[src/rtl/jtkicker_dwnld_remap.sv]
// ROM-download front end: classifies ioctl bytes by region, swizzles tile-plane addresses and
// queues SDRAM byte writes in a FIFO. Optional checksum enabled by JTKICKER_DWNLD_CHKSUM_EN.
module jtkicker_dwnld_remap #(
  parameter logic [21:0]  SCR_START  = 22'h0,
  parameter logic [21:0]  OBJ_START  = 22'h0,
  parameter logic [21:0]  PCM_START  = 22'h0,
  parameter logic [24:0]  PROM_START = 25'h0,
  parameter logic [1:0]   SCR_SWZ    = 2'd1,
  parameter logic [1:0]   OBJ_SWZ    = 2'd2,
  parameter logic [24:0]  VAR_OFS    = 25'h1,
  parameter logic [7:0]   VAR_VAL    = 8'hFF,
  parameter int unsigned  DEPTH      = 4
) (
  input  logic        clk_i,
  input  logic        rst_i,
  input  logic        downloading_i,
  input  logic [24:0] ioctl_addr_i,
  input  logic [7:0]  ioctl_dout_i,
  input  logic        ioctl_wr_i,
  output logic [21:0] prog_addr_o,
  output logic [7:0]  prog_data_o,
  output logic [1:0]  prog_mask_o,
  output logic        prog_we_o,
  input  logic        sdram_ack_i,
  output logic [10:0] prom_addr_o,
  output logic [7:0]  prom_data_o,
  output logic        prom_we_o,
  output logic        variant_o,
  output logic        dwnld_busy_o,
  output logic        overflow_o,
  output logic [15:0] chksum_o
);

  localparam int unsigned AW = $clog2(DEPTH);
  localparam int unsigned CW = AW + 1;
  localparam logic [CW-1:0] FullCnt  = CW'(DEPTH);
  localparam logic [24:0]   VarAddr  = PROM_START + VAR_OFS;

  function automatic logic [21:0] swizzle(input logic [21:0] w, input logic [1:0] mode);
    logic [21:0] r;
    r = w;
    case (mode)
      2'd1:    r[3:0] = {w[2:0], ~w[3]};
      2'd2:    r[4:0] = {w[2:0], ~w[4], ~w[3]};
      default: r = w;
    endcase
    return r;
  endfunction

  // Region boundaries via borrow bit of an extended subtraction.
  logic [25:0] prom_diff;
  logic [22:0] pcm_diff, obj_diff, scr_diff;
  logic        is_prom, in_pcm, in_obj, in_scr;
  logic        unused_diff;

  assign prom_diff   = {1'b0, ioctl_addr_i} - {1'b0, PROM_START};
  assign pcm_diff    = {1'b0, ioctl_addr_i[21:0]} - {1'b0, PCM_START};
  assign obj_diff    = {1'b0, ioctl_addr_i[21:0]} - {1'b0, OBJ_START};
  assign scr_diff    = {1'b0, ioctl_addr_i[21:0]} - {1'b0, SCR_START};
  assign is_prom     = ~prom_diff[25];
  assign in_pcm      = ~pcm_diff[22];
  assign in_obj      = ~obj_diff[22];
  assign in_scr      = ~scr_diff[22];
  assign unused_diff = ^{prom_diff[24:11], pcm_diff[21:0], obj_diff[21:0], scr_diff[21:0]};

  logic [1:0]  swz_mode;
  logic [31:0] entry;

  always_comb begin
    swz_mode = 2'd0;
    if (!in_pcm && in_obj) begin
      swz_mode = OBJ_SWZ;
    end else if (!in_pcm && in_scr) begin
      swz_mode = SCR_SWZ;
    end
    entry = {swizzle(ioctl_addr_i[22:1], swz_mode), ioctl_dout_i,
             ioctl_addr_i[0] ? 2'b01 : 2'b10};
  end

  logic dl_q, dl_rise;
  logic push_req, prom_wr, pop, full, push, drop;

  logic [31:0]   mem_q [DEPTH];
  logic [AW-1:0] wr_ptr_q, rd_ptr_q;
  logic [CW-1:0] cnt_q, cnt_d;

  assign dl_rise  = downloading_i & ~dl_q;
  assign push_req = downloading_i & ioctl_wr_i & ~is_prom;
  assign prom_wr  = downloading_i & ioctl_wr_i & is_prom;
  assign pop      = sdram_ack_i & (cnt_q != '0);
  assign full     = (cnt_q == FullCnt);
  // A pop in the same cycle frees the slot, so a full FIFO still takes the byte.
  assign push     = push_req & (~full | pop);
  assign drop     = push_req & full & ~pop;

  always_comb begin
    cnt_d = cnt_q;
    if (push && !pop) begin
      cnt_d = cnt_q + CW'(1);
    end else if (pop && !push) begin
      cnt_d = cnt_q - CW'(1);
    end
  end

  always_ff @(posedge clk_i or posedge rst_i) begin
    if (rst_i) begin
      dl_q     <= 1'b0;
      wr_ptr_q <= '0;
      rd_ptr_q <= '0;
      cnt_q    <= '0;
    end else begin
      dl_q  <= downloading_i;
      cnt_q <= cnt_d;
      if (push) wr_ptr_q <= wr_ptr_q + AW'(1);
      if (pop)  rd_ptr_q <= rd_ptr_q + AW'(1);
    end
  end

  always_ff @(posedge clk_i) begin
    if (push) mem_q[wr_ptr_q] <= entry;
  end

  logic [31:0] head;
  assign head         = mem_q[rd_ptr_q];
  assign prog_we_o    = (cnt_q != '0);
  assign prog_addr_o  = prog_we_o ? head[31:10] : 22'h0;
  assign prog_data_o  = prog_we_o ? head[9:2]   : 8'h0;
  assign prog_mask_o  = prog_we_o ? head[1:0]   : 2'b00;
  assign dwnld_busy_o = downloading_i | prog_we_o;

  logic        overflow_q, overflow_d;
  logic        variant_q, variant_d;
  logic        prom_we_q;
  logic [10:0] prom_addr_q;
  logic [7:0]  prom_data_q;

  always_comb begin
    overflow_d = (overflow_q & ~dl_rise) | drop;
    variant_d  = variant_q & ~dl_rise;
    if (prom_wr && ioctl_addr_i == VarAddr) begin
      variant_d = (ioctl_dout_i == VAR_VAL);
    end
  end

  always_ff @(posedge clk_i or posedge rst_i) begin
    if (rst_i) begin
      overflow_q  <= 1'b0;
      variant_q   <= 1'b0;
      prom_we_q   <= 1'b0;
      prom_addr_q <= '0;
      prom_data_q <= '0;
    end else begin
      overflow_q <= overflow_d;
      variant_q  <= variant_d;
      prom_we_q  <= prom_wr;
      if (prom_wr) begin
        prom_addr_q <= prom_diff[10:0];
        prom_data_q <= ioctl_dout_i;
      end
    end
  end

  assign overflow_o  = overflow_q;
  assign variant_o   = variant_q;
  assign prom_we_o   = prom_we_q;
  assign prom_addr_o = prom_addr_q;
  assign prom_data_o = prom_data_q;

`ifdef JTKICKER_DWNLD_CHKSUM_EN
  logic [15:0] chksum_q, chksum_d;

  always_comb begin
    chksum_d = dl_rise ? 16'h0 : chksum_q;
    if (push) chksum_d = chksum_d + {8'h00, ioctl_dout_i};
  end

  always_ff @(posedge clk_i or posedge rst_i) begin
    if (rst_i) begin
      chksum_q <= 16'h0;
    end else begin
      chksum_q <= chksum_d;
    end
  end

  assign chksum_o = chksum_q;
`else
  assign chksum_o = 16'h0;
`endif

endmodule
[config.mk]
export PLATFORM = sky130hd
export DESIGN_NAME = jtkicker_dwnld_remap
export DESIGN_NICKNAME = d
export VERILOG_FILES = /design/src/rtl/jtkicker_dwnld_remap.sv
export SDC_FILE = /design/constraint.sdc
export NUM_CORES = 1
export LEC_CHECK = 0
export CAP_MARGIN = 5
export CORE_UTILIZATION = 34
export CTS_CLUSTER_DIAMETER = 30
export DETAILED_ROUTE_END_ITERATION = 6
export PLACE_DENSITY_LB_ADDON = 0.25
export REMOVE_ABC_BUFFERS = 1
export SLEW_MARGIN = 20
export SYNTH_ARGS = -nofsm -noshare
export SYNTH_HDL_FRONTEND = slang
export SYNTH_SLANG_ARGS = --single-unit
[constraint.sdc]
create_clock -name clk_i -period 1.5 [get_ports clk_i]
set_clock_uncertainty 0.2 [all_clocks]
set_input_delay 0.3 -clock clk_i [delete_from_list [all_inputs] [get_ports clk_i]]
set_output_delay 0.3 -clock clk_i [all_outputs]
set_load 0.02 [all_outputs]
==> metrics.yaml <==
status: "finished, violations left"
violations: "negative setup slack"
drive_gt1_share_pct: 30.4
antenna_found_initial: 0
powerClk_w: 0.000575
wl_met1_um: 1040
wl_met3_um: 290
top_power_group: "sequential cells"
cp_data_required_time_ns: 1.00
ff2ff_path_depth: 7
yosys.area_share.simple_pct: 9.43
grt_pass1_vias: 994
p_leak_nw: 1.03
die-area_um2: 4520
grt_overflow_total: 0
vias: 1035
pwr.group.combinational_w: 0.000574
setup_ws_ns: -0.312
fin_util_pct: 54.0
worstReg2RegStart: "cnt_q[0]$_DFFE_PP0P_"
path_cells: "inv_2 -> ha_4 -> nand2b_4 -> or2_1 -> buf_6"
max_stage_delay_ns: 0.41
syn_area_per_cell_um2: 11.3
track_usage_pct: 14.0
aoi_share_pct: 0.865
cts_resized: 60
min_from: "ioctl_addr_i[7]"
clk_latency_ns: 0.26
cp-end-kind: "output pin"
most-common-layout-cells: "conb_1 (48), clkdlybuf4s50_1 (32), dfrtp_1 (26)"
power_density_nw_per_um2: 904
setup_violations: 3
p_sw_share_pct: 29.7
p_switching_w: 0.000583
synth_area_um2: 1450
maxUsedRoutingLayer: "met4"
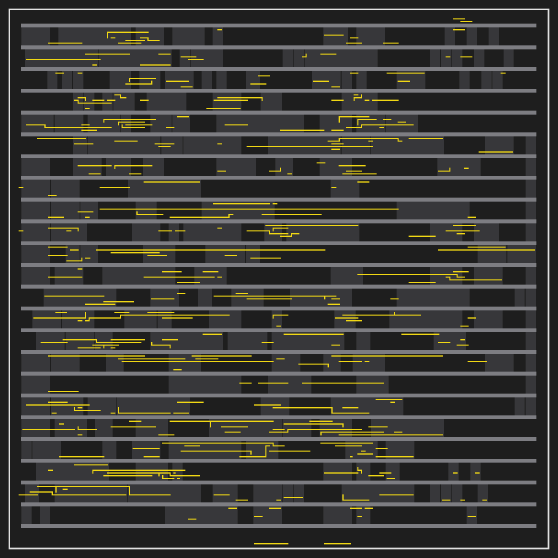
Fig. 1. M1 wires.
Drawn at 8 px/um. Supply wires on this layer in gray.
- share of all routed wire: 33%
- longest straight run: 37.3 um
- nets with wire on the layer: 173
- wire length on this layer: 1040 um

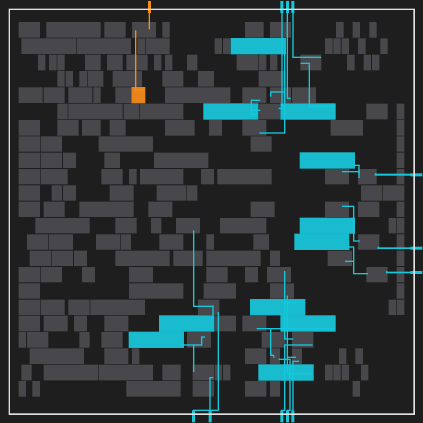
Fig. 2. Port wiring.
Drawn at 6 px/um.
- cyan: prom_addr_o (bits 11; direction output; edge 5 bottom, 3 right, 3 top; end cells 11; buffers 11; wire 265 um)
- orange: dwnld_busy_o (bits 1; direction output; edge top; end cells 1; buffers 1; wire 14.1 um)
io pins: 110
port bufs: 61

